<file path="src/rtl/pe_issue_sequencer_pkg.sv">
// Shared definitions for the PE issue sequencer: ctrl word layout, halt opcode
// and the sequencer state encoding.
package pe_pkg;

    localparam int unsigned PE_CTRL_W = 13;

    // ctrl word layout: dst[12:10] op1[9:7] op2[6:4] opcode[3:0]
    localparam int unsigned DST_MSB = 12;
    localparam int unsigned DST_LSB = 10;
    localparam int unsigned OP1_MSB = 9;
    localparam int unsigned OP1_LSB = 7;
    localparam int unsigned OP2_MSB = 6;
    localparam int unsigned OP2_LSB = 4;
    localparam int unsigned OPC_MSB = 3;
    localparam int unsigned OPC_LSB = 0;

    localparam logic [3:0] PE_HALT_OPC = 4'hF;

    typedef logic [PE_CTRL_W-1:0] ctrl_t;

    typedef enum logic [1:0] {
        IDLE,
        ISSUE,
        DRAIN,
        DONE
    } state_t;

endpackage

</file>
<file path="src/rtl/pe_issue_sequencer_result_fifo.sv">
// First-word-fall-through result FIFO with occupancy count; the head entry is
// visible on rdata whenever valid is high.
module pe_result_fifo
    import pe_pkg::*;
#(
    parameter int unsigned DEPTH = 8,
    parameter int unsigned WIDTH = 36
) (
    input  logic                    clk,
    input  logic                    reset,
    input  logic                    push,
    input  logic [WIDTH-1:0]        wdata,
    input  logic                    pop,
    output logic [WIDTH-1:0]        rdata,
    output logic                    valid,
    output logic [$clog2(DEPTH):0]  count
);

    localparam int unsigned PW = $clog2(DEPTH);
    localparam logic [PW:0] FULL_CNT = DEPTH[PW:0];

    logic [WIDTH-1:0] mem [DEPTH];
    logic [PW-1:0]    wptr;
    logic [PW-1:0]    rptr;
    logic             do_push;
    logic             do_pop;

    assign do_pop  = pop && (count != '0);
    // A pop frees the slot the same cycle, so a push at full is accepted then.
    assign do_push = push && ((count != FULL_CNT) || do_pop);
    assign valid   = (count != '0);
    assign rdata   = mem[rptr];

    always_ff @(posedge clk) begin
        if (do_push) begin
            mem[wptr] <= wdata;
        end
    end

    always_ff @(posedge clk or posedge reset) begin
        if (reset) begin
            wptr  <= '0;
            rptr  <= '0;
            count <= '0;
        end else begin
            if (do_push) begin
                wptr <= wptr + 1'b1;
            end
            if (do_pop) begin
                rptr <= rptr + 1'b1;
            end
            case ({do_push, do_pop})
                2'b10:   count <= count + 1'b1;
                2'b01:   count <= count - 1'b1;
                default: ;
            endcase
        end
    end

endmodule

</file>
<file path="src/rtl/pe_issue_sequencer.sv">
// Issues a stored ctrl program to a single PE one word per cycle under result
// credit, and collects the PE's returned results into an indexed FIFO.
module pe_issue_sequencer
    import pe_pkg::*;
#(
    parameter int unsigned PROG_DEPTH = 16,
    parameter int unsigned CTRL_W     = PE_CTRL_W,
    parameter int unsigned DATA_W     = 32,
    parameter int unsigned RES_DEPTH  = 8,
    parameter logic [3:0]  HALT_OPC   = PE_HALT_OPC
) (
    input  logic                          clk,
    input  logic                          reset,
    input  logic                          prog_we,
    input  logic [$clog2(PROG_DEPTH)-1:0] prog_addr,
    input  logic [CTRL_W-1:0]             prog_wdata,
    input  logic [$clog2(PROG_DEPTH):0]   prog_len,
    input  logic                          start,
    output logic                          busy,
    output logic                          done,
    output logic [CTRL_W-1:0]             pe_ctrl,
    output logic                          pe_en,
    output logic                          pe_input_ready,
    input  logic                          pe_output_ready,
    input  logic [DATA_W-1:0]             pe_data_memory,
    output logic                          res_valid,
    output logic [DATA_W-1:0]             res_data,
    output logic [$clog2(PROG_DEPTH)-1:0] res_idx,
    input  logic                          res_ready,
    output logic                          err_unexpected
);

    localparam int unsigned AW = $clog2(PROG_DEPTH);
    localparam int unsigned CW = $clog2(RES_DEPTH) + 1;
    localparam logic [CW:0] RES_LIMIT = RES_DEPTH[CW:0];

    logic [CTRL_W-1:0] mem [PROG_DEPTH];

    state_t            state;
    state_t            state_nx;
    logic [AW:0]       pc;
    logic [AW:0]       pc_inc;
    logic [AW:0]       len;
    logic [CW-1:0]     outstanding;
    logic [CW-1:0]     fifo_count;
    logic [CW:0]       inflight;
    logic [AW-1:0]     ridx;
    logic [CTRL_W-1:0] cur_word;
    logic              cur_halt;
    logic              credit_ok;
    logic              issue;
    logic              ret_ok;
    logic              ret_bad;
    logic              run_start;
    logic [DATA_W+AW-1:0] fifo_rdata;

    assign cur_word  = mem[pc[AW-1:0]];
    assign cur_halt  = (cur_word[OPC_MSB:OPC_LSB] == HALT_OPC);
    assign pc_inc    = pc + 1'b1;
    // Results already queued and results still in the PE both hold a FIFO slot.
    assign inflight  = {1'b0, outstanding} + {1'b0, fifo_count};
    assign credit_ok = (inflight < RES_LIMIT);
    assign ret_ok    = pe_output_ready && (outstanding != '0);
    assign ret_bad   = pe_output_ready && (outstanding == '0);
    assign run_start = (state == IDLE) && start;

    assign pe_input_ready = pe_en;

    always_ff @(posedge clk) begin
        if (prog_we && (state == IDLE)) begin
            mem[prog_addr] <= prog_wdata;
        end
    end

    always_ff @(posedge clk or posedge reset) begin
        if (reset) begin
            state <= IDLE;
        end else begin
            state <= state_nx;
        end
    end

    always_comb begin
        state_nx = state;
        case (state)
            IDLE: begin
                if (start) begin
                    state_nx = (prog_len == '0) ? DONE : ISSUE;
                end
            end
            ISSUE: begin
                if (issue ? (pc_inc == len) : cur_halt) begin
                    state_nx = DRAIN;
                end
            end
            DRAIN: begin
                if (outstanding == '0) begin
                    state_nx = DONE;
                end
            end
            DONE:    state_nx = IDLE;
            default: state_nx = IDLE;
        endcase
    end

    always_comb begin
        issue = 1'b0;
        busy  = 1'b0;
        done  = 1'b0;
        case (state)
            ISSUE: begin
                busy  = 1'b1;
                issue = credit_ok && !cur_halt;
            end
            DRAIN:   busy = 1'b1;
            DONE:    done = 1'b1;
            default: ;
        endcase
    end

    always_ff @(posedge clk or posedge reset) begin
        if (reset) begin
            pc             <= '0;
            len            <= '0;
            outstanding    <= '0;
            ridx           <= '0;
            pe_ctrl        <= '0;
            pe_en          <= 1'b0;
            err_unexpected <= 1'b0;
        end else begin
            pe_en <= issue;
            if (issue) begin
                pe_ctrl <= cur_word;
                pc      <= pc_inc;
            end
            case ({issue, ret_ok})
                2'b10:   outstanding <= outstanding + 1'b1;
                2'b01:   outstanding <= outstanding - 1'b1;
                default: ;
            endcase
            if (ret_ok) begin
                ridx <= ridx + 1'b1;
            end
            if (ret_bad) begin
                err_unexpected <= 1'b1;
            end
            if (run_start) begin
                len  <= prog_len;
                pc   <= '0;
                ridx <= '0;
            end
        end
    end

    pe_result_fifo #(
        .DEPTH (RES_DEPTH),
        .WIDTH (DATA_W + AW)
    ) u_res_fifo (
        .clk   (clk),
        .reset (reset),
        .push  (ret_ok),
        .wdata ({pe_data_memory, ridx}),
        .pop   (res_ready),
        .rdata (fifo_rdata),
        .valid (res_valid),
        .count (fifo_count)
    );

    assign {res_data, res_idx} = fifo_rdata;

endmodule
</file>
<file path="config.mk">
export PLATFORM = sky130hd
export DESIGN_NAME = pe_issue_sequencer
export DESIGN_NICKNAME = d
export VERILOG_FILES = /design/src/rtl/pe_issue_sequencer_pkg.sv /design/src/rtl/pe_issue_sequencer_result_fifo.sv /design/src/rtl/pe_issue_sequencer.sv
export SDC_FILE = /design/constraint.sdc
export NUM_CORES = 1
export LEC_CHECK = 0
export CAP_MARGIN = 40
export CORE_UTILIZATION = 45
export DETAILED_ROUTE_END_ITERATION = 8
export GPL_TIMING_DRIVEN = 0
export PLACE_DENSITY = 0.65
export SYNTH_ARGS = -nofsm -noshare
export SYNTH_HDL_FRONTEND = slang
export SYNTH_SLANG_ARGS = --single-unit
</file>
<file path="constraint.sdc">
create_clock -name clk -period 5.7 [get_ports clk]
set_input_delay 1.14 -clock clk [delete_from_list [all_inputs] [get_ports clk]]
set_output_delay 1.14 -clock clk [all_outputs]
set_load 0.03 [all_outputs]
</file>
### Signal wires on met3, run 1

(1 px per um) Cells faint in the background.
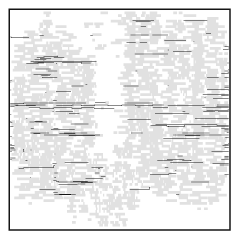
- main direction: horizontal
- wire length on this layer: 2,320 um
- longest straight run: 65.3 um

### Routed clock nets over the placement, run 1

(1.5 px per um)
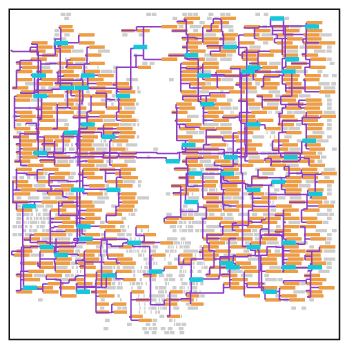
- cyan: clock drivers (count 54)
- orange: flip-flops (count 541)
- purple: clock wires (length 6,020 um)
- routed clock nets: 55

### Signal wires by layer, run 1

(1 px per um)
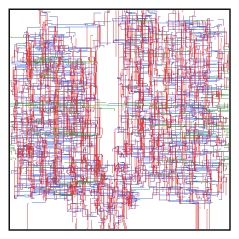
- orange: metal 4 (wire length 672 um)
- red: metal 2 (wire length 21.7 mm)
- green: metal 3 (wire length 2,320 um)
- blue: metal 1 (wire length 18,300 um)
- purple: metal 5 (wire length 9.20 um)

==> summary.txt, run 1 <==
Synthesis and place-and-route results.

- Of the total synthesized cell area, the portion taken by full adders, half adders and majority gates is 0.01250.
- The number of antenna-violating nets in the routed design is 0.
- The power report puts the leakage power at 8.427 nW.
- Per the hold report, the tightest min-delay path originates at pe_ctrl[12].
- The total net switching power is 0.003905 W.
- The core utilization at floorplan is 0.4558.
- 0 antenna diodes ended up in the layout.
- The total power divided by cell area is 496.1 nW/um^2.
- The final design was reported to hold multi-input combinational gates totalling 405.
- In the post-synthesis netlist, the cell with the most instances is edfxtp_1.
- The critical path capture point type is an output port.
- The launch point of the worst register-to-register path is recorded as pc[3].
- The worst supply voltage drop on vdd is 0.3769 mV.
- The number of cells reported by Yosys stat comes to 1,009.
- Per STA, the worst path is made up of clkbuf_1 > buf_1 > buf_6 > mux4_2 > mux2_2 > clkdlybuf4s50_1.
- Per the detail_route report, routed wire per instance is 22.94 um.
- The clock net sink count is 541.
- The H-tree was split into 2 levels.
- Looking at the critical path, the highest net fanout was 10.
- The largest registers in the layout are u_res_fifo.mem x288, mem x208, pe_ctrl x13.
- The top cell types in the final layout, fill and taps aside, are 496 x edfxtp_1, 115 x mux4_2, 114 x clkdlybuf4s50_1.
- The max capacitance violation total is 0.
- Measured along the y axis, the die boundary spans 219.2 um.
- The register fraction of the total cell area is 0.6256.
- For reference, the placement row count at floorplan is 79.
- The worst max-slew margin expressed relative to the limit is 0.4367.
- The average footprint of a synthesized cell is 21.03 um^2.
- The number of antenna violations at the first check in global routing is 2.
- The share of the final layout cell area in multi-input gates is 0.1955.
- The worst reg-to-reg path cell count is 15.
- The chip occupies 48,030 um^2.
- The data arrival time of the critical path is 3590 ps.
- The die is 219.2 um wide.
- The type recorded for the worst min-delay path is reg2reg.
- STA puts the critical path data required time at 4560 ps.
- The flow reports an fmax of 211.6 MHz.
- As logged by OpenROAD, the buffers inserted on ports number 114.
- The clock passes through at most 3 buffers.
- After layout, the inverter instance count without clock inverters stands at 19.
- Ranked by total area, the top cell class in this layout is registers.
- For the worst-skew pair, the clock arrives at the later sink with an insertion delay of 600 ps.
- The cts-stage hold buffer count is 0.
- The most congested layer reported by global routing is met2.
- After layout, the setup clock skew is reported as 16.39 ps.
- The setup-violating endpoint count in the final report is 0.
- The distinct cell type count after synthesis is 49.
- The number of global-route vias before repair is 10,715.
- In the synthesized netlist the async set-or-reset flop fraction comes to 0.08318.
- The setup TNS is 0 ps.
- The script computed the net switching share of total power as 0.3074.
- The yosys synthesis warning count is 0.
- The share of post-route cells with drive strength above 1 is 0.2551.
- The met1 track demand over resource in global routing is 0.2460.
- The first global-routing pass estimated 65,370 um of wire.
- The endpoint of the most critical setup path is res_idx[2].
- After synthesis, the cell types taking the most area are edfxtp_1 70%, mux4_2 12%, dfrtp_1 5.3%.
- The mapped netlist covers 21,220 um^2.
- CTS placed an instance of clkbuf_16 at the clock tree root.
- TritonCTS built the clock tree.
- Counting buffers and inverters, the worst setup path is 6 cells deep.
- Tracing the worst setup path back leads to its startpoint at u_res_fifo.rptr[0].
- Entering global routing, the biggest net connects 30 pins.
- The detail-routed via count per cell is 5.449.
- The power report attributes to the combinational group a share of 0.332.
- The final standard cell utilization of the core is 0.5501.
- The relative contribution of sequential cells to total power is 0.399.
- The synthesized chip area reported by yosys is 21,220 um^2.
- The sequential share of the synthesized area is 0.7549.
- The number of top-level pins is 115.
- The area used by sequential logic in the layout is 16,020 um^2.
- The core region is 46,560 um^2.
- The number of nets produced by synthesis is 1,089.
- The number of violations reported at the end of detailed-routing iteration 0 is 673.
- The post-synth tally of flip-flops with integrated enable is 496.
- The run finished with clean final reports.
- The minimum setup slack in the final design is 974.5 ps.
- The pre-antenna-repair detailed-routing pass consisted of 5 iterations.
- The flip-flop and latch count after synthesis is 541.
run 1: power groups by stage:
stage	sequential, W	combinational, W	clock (W)
3_3_place_gp	0.00518	0.00403	0
6_report	0.00507	0.00422	0.00341
3_5_place_dp	0.00516	0.00429	0
2_1_floorplan	0.00521	0.00264	0
4_1_cts	0.00508	0.00432	0.00348
5_1_grt	0.00512	0.00454	0.00362
run 1: metrics by stage:
| stage | hold WS, ps | cells | cell area, um^2 |
|---|---|---|---|
| finish | 482.0 | 1877 | 25610 |
| global route | 491.9 | 1877 | 25610 |
| CTS | 488.0 | 1877 | 25610 |
| detailed placement | 469.3 | 1776 | 23910 |
| global placement | 471.4 | 1730 | 23120 |
| floorplan | 460.8 | 1009 | 21220 |
==> run 2: changes to the inputs <==
==> constraint.sdc (replaced) <==
create_clock -name clk -period 4.5 [get_ports clk]
set_input_delay 0.9 -clock clk [delete_from_list [all_inputs] [get_ports clk]]
set_output_delay 0.9 -clock clk [all_outputs]
set_load 0.03 [all_outputs]
==> summary.txt, run 2 <==
Synthesis and place-and-route results.

- The run finished with clean final reports.
- The critical path capture point type is an output port.
- Sorting the synthesized cells by area gives the leading types as edfxtp_1 70%, mux4_2 12%, dfrtp_1 5.3%.
- Hold is met by 482.0 ps.
- Across all register-to-register paths, the minimum setup slack is 780 ps.
- The number of cells in the yosys synthesis report is 1,009.
- The post-placement cell area is 23,910 um^2.
- Per the post-synthesis stats, the area per cell is 21.03 um^2.
- The post-synth tally of flip-flops with integrated enable is 496.
- Max-cap violations in this run came to 0.
- The clock latency at the later pin of the worst-skew pair is 600 ps.
- The number of global-route vias before repair is 10,711.
- The slew check shows that the tightest pin keeps a relative margin of 0.4409.
- The dominant power group is sequential cells.
- The yosys synthesis warning count is 0.
- The delay contributed by the slowest stage of the critical path is 650 ps.
- The first element of the critical path is u_res_fifo.rptr[1].
- The number of H-tree levels is 2.
- The relative contribution of sequential cells to total power is 0.399.
- The worst register-to-register path ends at outstanding[3].
- The post-DP HPWL is 28,740 um.
- The library cell contributing the largest single delay on the critical path is clkdlybuf4s50_1.
- The min-delay analysis places its worst path in the category reg2reg.
- The launch point of the worst reg-to-reg path is pc[3].
- The number of antenna violations at the first check in global routing is 2.
- The number of clock sinks came to 541.
- The setup-violating endpoint count in the final report is 0.
- From synthesis to final layout, the design area changed by 20.68%.
- Per the CTS log, the buffer count on the longest clock path is 3.
- The first detailed-routing pass took 5 iterations.
- The peak fanout along the critical path is 10.
- The endpoint of the most critical setup path is res_data[29].
- In the final report, the number of hold violations comes to 0.
- The post-layout instance area is 25,610 um^2.
- Based on the critical path, the design can be clocked at up to 232.2 MHz.
- The register with the most flip-flops is u_res_fifo.mem.
- The first global-routing pass estimated 65,350 um of wire.
- The and-or/or-and share of the synthesized area is 0.02423.
- The number of top-level pins is 115.
- Entering global routing, the biggest net connects 30 pins.
- In this run the most critical hold path is launched from pe_ctrl[12].
- In this run the vertical extent of the chip is 219.2 um.
- The power after layout is 0.01609 W.
- The data required time at the worst endpoint is 3600 ps.
- The period utilization is 0.9571.
- Per the final layout report, the fraction of cells sized above drive strength 1 comes to 0.2559.
- Walking the worst path, the cells encountered are clkbuf_1 > clkbuf_1 > mux4_2 > mux2_2 > clkdlybuf4s50_1.
- The data arrival time of the critical path is 3410 ps.
- The internal cell power is 0.01115 W.
- The distinct cell type count after synthesis is 49.
- 0 antenna diodes ended up in the layout.
- The first routing iteration left 695 violations.
- The most used standard cell by instance count after synthesis is edfxtp_1.
- On the final layout, the worst clock skew is 16.86 ps.
- The tree is rooted in a clkbuf_16.
- After synthesis, the share of cell area in mux cells is 0.1622.
- The number of setup buffers added after CTS is 0.
- Combinational power for this build is 0.00535 W.
- After synthesis, the chip area reported by Yosys is 21,220 um^2.
- The number of nets produced by synthesis is 1,089.
- Detailed routing inserted a total of 10,207 vias.
- The instance count after placement with tap cells included is 1,776.
- The horizontal die dimension is 219.2 um.
- The script extracted a total leakage power of 8.430 nW.
- The area of the mapped netlist is 21,220 um^2.
- STA shows the worst reg2reg path with a cell count of 15.
- By instance count after routing, the leading logic cell types are 496 x edfxtp_1, 115 x mux4_2, 114 x clkdlybuf4s50_1.
- Per the TritonCTS log, the buffer count is 54.
- The detail-routed via count per cell is 5.438.
- The routed design shows a wire length per standard cell of 22.92 um.
- The library cell occupying the most area in the post-synthesis netlist is edfxtp_1.
- The switching part of the total power is 0.3072.
- The largest combinational cell category by area is multiplexers.
- Setup repair after global routing left no endpoint under its margin.
- The share of total power dissipated in combinational logic is 0.332.
- Per report_power, the Sequential row totals 0.00643 W.
- The worst setup path is launched from a register.
- Overall routing resource usage recorded by global route was 0.1859.
- The worst-case IR drop observed on VDD is 0.4774 mV.
- The count of nets left with antenna violations once routing finished came out at 0.
- The setup TNS is 0 ps.
- The CTS tree is built.
- In this run the tool buffered the top-level ports with 114 buffer cells.
- The synthesis stat section lists a flop and latch total of 541.
- The cts-stage hold buffer count is 0.
- For reference, the placement row count at floorplan is 79.
- The fraction of registers with async set/reset is 0.08318.
- The worst path meets setup with 193.0 ps of slack.
- In the synthesized netlist, the cells that appear most often are 496 x edfxtp_1, 115 x mux4_2, 45 x dfrtp_1.
- The script computed a power per unit cell area of 628.3 nW/um^2.
- The share of the Yosys chip area taken by registers is 0.7549.
- The core utilization at floorplan is 0.4558.
- The total net switching power is 0.004944 W.
- According to the floorplan report, the placeable core area is 46,560 um^2.
- The count of tool warnings is 30.
- The largest registers in the layout are u_res_fifo.mem x288, mem x208, pe_ctrl x13.
- Routability-driven placement finished with a final weighted congestion of 0.7449.
- The clock network power consumption is 0.00431 W.
- The area fraction in full adders, half adders and majority gates is 0.01250.
- The total die area is 48,030 um^2.
- The count of cells in the finished layout, fillers not included, comes to 1,877.
- The cell depth of the worst hold path is 1.
- The most common logic cell in the final layout is edfxtp_1.
## run 2: metal layers
metal / vias up / global-route usage / part of all wire
met4: 2 / 0.05023 / 0.016
met5: - / 0 / 0.00021
met3: 47 / 0.03534 / 0.054
met2: 266 / 0.3153 / 0.51
met1: 5329 / 0.2459 / 0.42
li1: 4563 / - / -
## run 2: cell type report
type	instances	area, um^2
Fill cell	3550	20950
Sequential cell	541	16020
Multi-Input combinational cell	405	5006
Timing Repair Buffer	160	1826
Clock buffer	70	1433
Tap cell	607	759.5
Clock inverter	31	270.3
Buffer	44	225.2
Inverter	19	71.32
## run 2: critical path: cells and delay by family (launching register included)
family,cells,cell delay [ps]
buf+inv,3,1760
flops,1,350
mux,2,710
### Routed clock nets over the placement, run 2

(1.5 px per um)
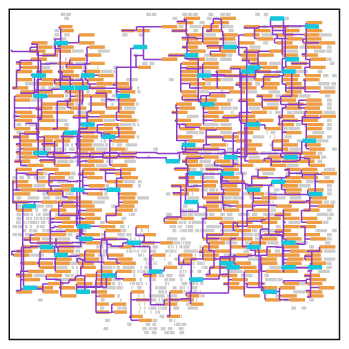
- orange: flip-flops (count 541)
- cyan: clock drivers (count 54)
- purple: clock wires (length 6,010 um)
- flops lie: all over the die
- routed clock nets: 55

### Signal wires on met3, run 2

(1 px per um) Cells faint in the background.
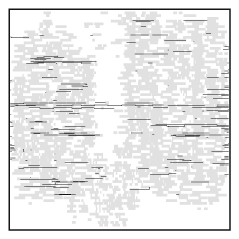
- longest straight run: 65.3 um
- share of all routed wire: 5.4%

### Congestion heat map, run 2

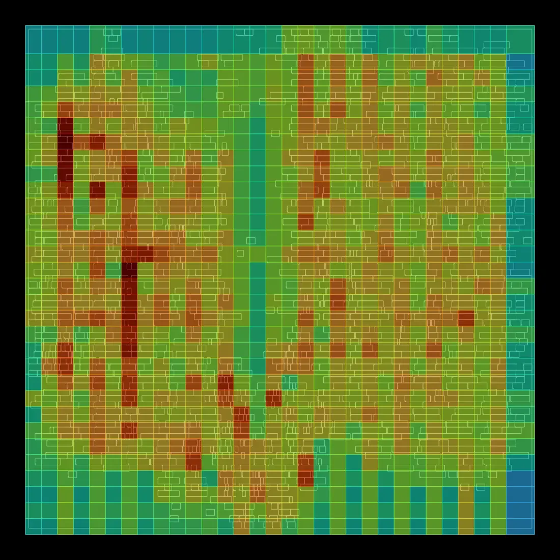
met3 global-route usage: 0.03534
met2 global-route usage: 0.3153
Global Route met1 Usage: 0.2459
most crowded layer after global routing: met2
final core utilization: 0.5501

Power and IR drop assume default switching activity.
